==> config.mk <==
export PLATFORM = sky130hd
export DESIGN_NAME = data_mem_ctrl
export DESIGN_NICKNAME = d
export VERILOG_FILES = /design/src/rtl/data_mem_ctrl.sv
export SDC_FILE = /design/constraint.sdc
export NUM_CORES = 1
export LEC_CHECK = 0
export CORE_MARGIN = 2
export CORE_UTILIZATION = 47
export CTS_BUF_LIST = sky130_fd_sc_hd__clkbuf_2
export DETAILED_ROUTE_END_ITERATION = 8
export GPL_TIMING_DRIVEN = 1
export PLACE_DENSITY = 0.83
export SYNTH_ARGS = -nofsm -noshare
export SYNTH_HDL_FRONTEND = slang
export SYNTH_SLANG_ARGS = --single-unit
==> constraint.sdc <==
create_clock -name clk -period 4.51 [get_ports clk]
set_clock_uncertainty 0.2 [all_clocks]
set_input_delay 0.451 -clock clk [delete_from_list [all_inputs] [get_ports clk]]
set_output_delay 0.451 -clock clk [all_outputs]
set_load 0.02 [all_outputs]
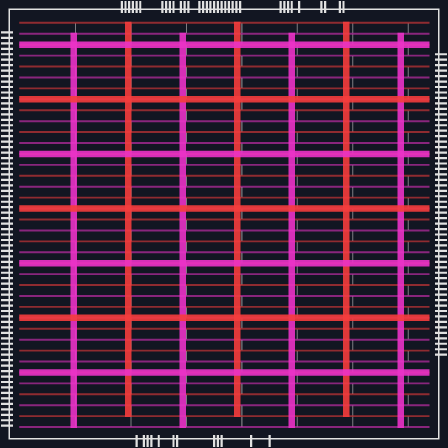
Figure 1: run 1, power grid.
Pins as bars on the die edge. Tap cells in grey.
VDD -> red
VSS -> magenta
met5 straps = 7
met1 rails = 38
tap cells = 136
maximum vdd drop: 0.000360 V
Die X: 107 um
area of the core: 0.0103 mm2
Die H: 107 um

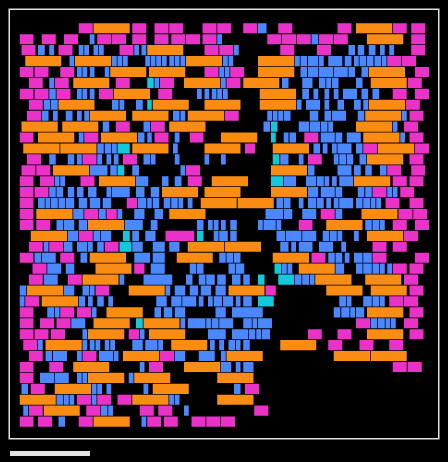
Figure 2: run 1, placement by cell class.
Scale bar: 20 um.
all other logic -> blue  # cells 415
flip-flops -> orange  # cells 101
other buffers and delay cells -> magenta  # cells 181
clock drivers and dummy loads -> cyan  # cells 16
cell area after layout: 0.00686 mm2
row count: 37

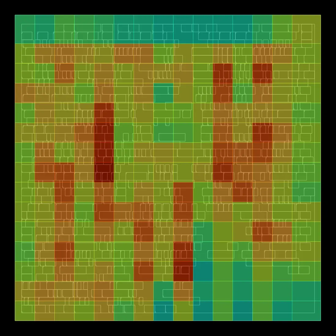
Figure 3: run 1, routing congestion.
fin util: 66.7%
met2 usage: 41.9%

==> changes_impl.md, run 1 <==
### Metrics

* Status: finished, final reports clean
* Nets at between 800 and 900
* Chip area at roughly 0.011 mm2
* Crit path DAT at 3.02 ns
* Total Power at roughly 0.0043 W
* XOR Share, Synth at 0%
* Fmax at approximately 370 MHz
* First-pass DRT Iterations at 5
* Worst R2R Setup Slack at just under 2 ns
* Synthesis Warnings at 0
* Cells after DPL at ~830
* Synth logic family: simple AND/OR/NAND/NOR gates
* Syn avg cell area at 8.92 um2
* Largest buffer count on any clock path at 2
* Initial antenna violation count at 0
* Fp_density at between 40% and 50%
* Top power group: combinational cells
* Setup crit end kind: flop
* Antenna Nets Post-Route at 0
* Vias in the first global route at 4,487
* Endpoints failing setup at 0
* Log Warnings at 29
* CP startpoint kind: primary input
* Clk pwr share at approximately a tenth
* WL per Instance at between 15 and 20 um
* Total GRT Usage at 25.2%
* Seq share, synth at between 50% and 60%
* Clock Sinks at between 100 and 150
* Complex Gates by Area at between 10% and 20%
* Cell Type Count at about 43
* Cell Int Power at ~0.0024 W
* Post-synth design cell area at between 0.004 and 0.005 mm2
* Largest net degree at the start of global routing at between 80 and 90
* Req. time, crit path at between 4 and 5 ns
* Clock group at between 0.0004 and 0.0005 W
* Final Worst Setup Slack at between 1.5 and 2 ns
* RSZ-0062 raised after global routing: no
* AND/OR/NAND/NOR Cells, Area Fraction at between 20% and 30%
* Yosys adder share at under 10%
* Post-synthesis instance total at roughly 550
* Drt drc at 0
* P_seq at about 0.0016 W
* CTS H-tree lvls at 3
* Setup bufs post-CTS at 0
* Async set or reset register ratio after synthesis at 100%
* Synth area leader: dfrtp_1
* Post-DP Area at 0.00675 mm2
* Max-slew violations at 0
* Final Wtd Congestion at between 0.8 and 0.9
* Comb pwr at 0.00231 W
* Setup TNS at 0 ns
* Hold Crit Depth at 3
* Tally of filler cells in the layout at about 840
* CTS Root Cell: clkbuf_2
* Fin crit period at about 2.7 ns
* Top Layout Cells: clkdlybuf4s50_1, nand2_1, dfrtp_1
* Sequential share of power at between 30% and 40%
* Top-count cell post-synth: nand2_1
* P_sw at around 0.0019 W
==> run 1: critical path, cell delays in order <==
cell and delay [ns]:
clkdlybuf4s50_1 0.48, inv_1 0.14, ha_1 0.48, o21bai_1 0.15, a21o_1 0.25, a211oi_4 0.54
buf_4 0.36, nand2_1 0.09, nand2_1 0.06
==> run 1: metal layers <==
layer,GRT usage [%],part of all wire (%),vias to the layer above
met4,7.88,1.4,0
met2,41.9,48,207
li1,-,-,2212
met3,7.73,9.9,12
met5,0,0,-
met1,31.6,40,2231
==> run 1: cell type report <==
class                   count  area (um2)  share of cell area, %
multi-input cells         406        2210                   32.3
flip-flops and latches    101        2530                   36.9
inverters                   9        36.3                  0.529
well taps                 136         170                   2.48
repair buffers            181        1810                   26.4
clock inverters             7        56.3                  0.821
clock buffers               9        45.0                  0.657
Figure 4. Register map, names as in the netlist (run 1).
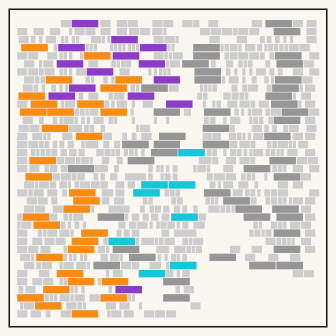

==> run 1 -> run 2 <==
==> constraint.sdc (replaced) <==
create_clock -name clk -period 2.65 [get_ports clk]
set_clock_uncertainty 0.2 [all_clocks]
set_input_delay 0.265 -clock clk [delete_from_list [all_inputs] [get_ports clk]]
set_output_delay 0.265 -clock clk [all_outputs]
set_load 0.02 [all_outputs]
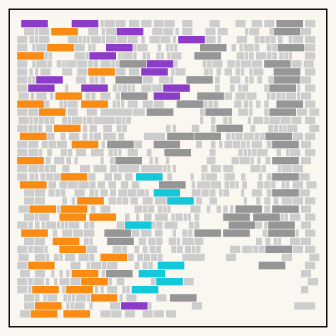
Figure 5: run 2, register map, names as in the netlist.
m_addr -> purple  # flops 14
r_cnt -> cyan  # flops 8
m_wdata -> orange  # flops 32, where a vertical strip on the left
Seq/total area: 35.4%
Flop area: 0.00253 mm2
fin util: 69.4%

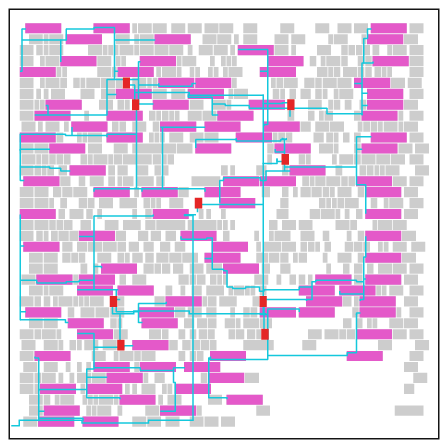
Figure 6: run 2, routed clock nets over the placement.
cells driving clock nets -> red  # count 9
flip-flops -> magenta  # count 101
clock wires -> cyan  # length 1,250 um
routed clock nets = 10
flops lie = spread over the die
clk_lat worst skew: 0.57 ns
Clk pwr share: 9.9%
Clock group: 0.000733 W

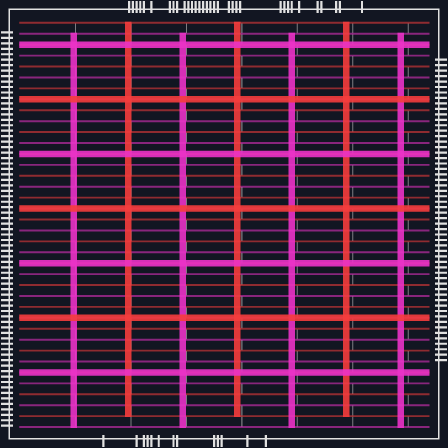
Figure 7: run 2, power grid.
Pins as bars on the die edge. Tap cells in grey.
maximum vdd drop: 0.000685 V

==> run 2 against run 1 <==
Effect of this change:
- die area stayed put
- synthesized cell count did not move
- sequential share of layout area down 1.4 points
- critical path depth is 6 lower
- sequential power rose by 72%
- total power rose by 72%
- global-route usage up 0.91 points
- design area grew 4.1%
- clock power is 77% higher
- via count up 1.8%
- routed wire length rose by 0.87%
==> changes_impl.md, run 2 <==
### Metrics

* Met2 wire len at 6.69 mm (-2.1%)
* Invs w/o clock at 9 (unchanged)
* CTS Root Cell: clkbuf_2
* Rel. slew slack at between 50% and 60%
* Row count at 37 (unchanged)
* Post-DP Area at 0.00688 mm2 (+1.8%)
* Setup bufs post-CTS at 0 (unchanged)
* Synth top cells by count: nand2_1, dfrtp_1, o21ai_0
* Max layer used: met4
* Cells after DPL at 844 (+1.3%)
* Tally of filler cells in the layout at 820 (-2.7%)
* Setup TNS at 0 ns (unchanged)
* Initial antenna violation count at 1 (+1)
* Metal3 WL at 1.51 mm (+7.4%)
* Hold Crit Depth at 3 (unchanged)
* Period Utilization, post-route at 90.9%
* Synth area leader: dfrtp_1
* Nets at 827 (+3.2%)
* Die X at 107 um (unchanged)
* Endpoints failing setup at 0 (unchanged)
* Hold crit path type: in -> reg
* Largest net degree at the start of global routing at 102 (+21%)
* Cell Type Count at 43 (unchanged)
* Count of multi-input gates at 406 (unchanged)
* CTS H-tree lvls at 3 (unchanged)
* Nonclk buf count at 207 (+14%)
* WL per Instance at 16.3 um (-2.1%)
* Cells on worst reg2reg path at 7
* Max-slew violations at 0 (unchanged)
* Worst R2R Setup Slack at 0.38 ns (-1.58 ns)
* Comb gate area at 0.00222 mm2 (+0.11%)
* Fmax at approximately 420 MHz
* Flip-flops at 101 (unchanged)
* Largest class: sequential cells
* Area of the core at 0.0103 mm2 (unchanged)
* Met2 usage at 42.8% (+0.82 points)
* Top-count cell post-synth: nand2_1
* Total Power at 0.00743 W (+72%)
* Post-synth regs at about 100
* Fp_density at 48.1% (unchanged)
* Post-synthesis instance total at 554 (unchanged)
* Req. time, crit path at 2.18 ns (-2.65 ns)
* Status: finished, final reports clean
* CP startpoint kind: flop
* Drt drc at 0 (unchanged)
* Vias in the first global route at 4,769 (+6.3%)
* CLK BUF at 11 (+2)
* Top Layout Cells: clkdlybuf4s50_1, nand2_1, dfrtp_1
* Log Warnings at 31 (+6.9%)
* Final Wtd Congestion at 0.925 (+5.6%)
* GR Util met3 at 10.3% (+2.6 points)
* Cell area after layout at 0.00713 mm2 (+4.1%)
* Post-synth design cell area at 0.00494 mm2 (unchanged)
* Wl on met1 at 5.65 mm (-1.1%)
* Final Worst Setup Slack at 0.242 ns (-1.56 ns)
* Fin crit period at approximately 2.4 ns
* Antenna Nets Post-Route at 0 (unchanged)
* Total GRT Usage at 26.1% (+0.91 points)
* Layer carrying the most global-route usage: met2
* Chip area at 0.0114 mm2 (unchanged)
* Cell count listed in synth_stat.txt at 554
* CTS buffer count at 9
* Largest buffer count on any clock path at 2 (unchanged)
* Worst slack at placement at between 0.08 and 0.09 ns
* Logic share of the area at 31.1% (-1.2 points)
* First-pass GRT wire length at 23.3 mm
* Clock Sinks at 101 (unchanged)
* Async set or reset register ratio after synthesis at 100% (unchanged)
* Clock buf/inv share at 1.46% (-0.023 points)
* Setup crit end kind: primary output
* Synthesis Warnings at 0 (unchanged)
* M1 GR Usage at 31.1% (-0.52 points)
* N_taps at 136 (unchanged)
* Seq share, synth at 51.1% (unchanged)
* First-pass DRT Iterations at 6 (+1)
* RSZ-0062 raised after global routing: no
* Syn avg cell area at 8.92 um2 (unchanged)
* Hold Violations, Final at 0
* Detailed Place HPWL at roughly 10 mm
* Die H at 107 um (unchanged)
* Layout cells sized above 1 at around 7%
* Final non-clock buffer share at 29.1% (+2.8 points)
* Crit path DAT at 1.94 ns (-1.08 ns)
[run 2: cell counts after synthesis]
No cell type changed its count.
[run 2: critical path, stage by stage, from the launching register on]
cell and delay, ns:
dfrtp_1 0.56, nor2_2 0.24, inv_1 0.06, clkdlybuf4s50_1 0.53
[run 2: cells by family (layout without fill, tap and decap cells)]
group / count (synthesis) / count (layout) / share of synthesized area, %
compound gates: 135 / 135 / 16.3
mux: 28 / 28 / 5.75
other cells: 0 / 1 / 0
flops: 101 / 101 / 51.1
fa+ha+maj: 5 / 5 / 1.27
simple gates: 238 / 238 / 21.2
buf+inv: 47 / 231 / 4.35
[run 2: report_power, final]
group / total [W] / internal [W] / switching [W]
clock: 0.000733 / 0.000221 / 0.000512
combinational: 0.00399 / 0.00186 / 0.00214
sequential: 0.00271 / 0.00222 / 0.000482
No activity file was given, so power comes from the tool's default toggle rates.
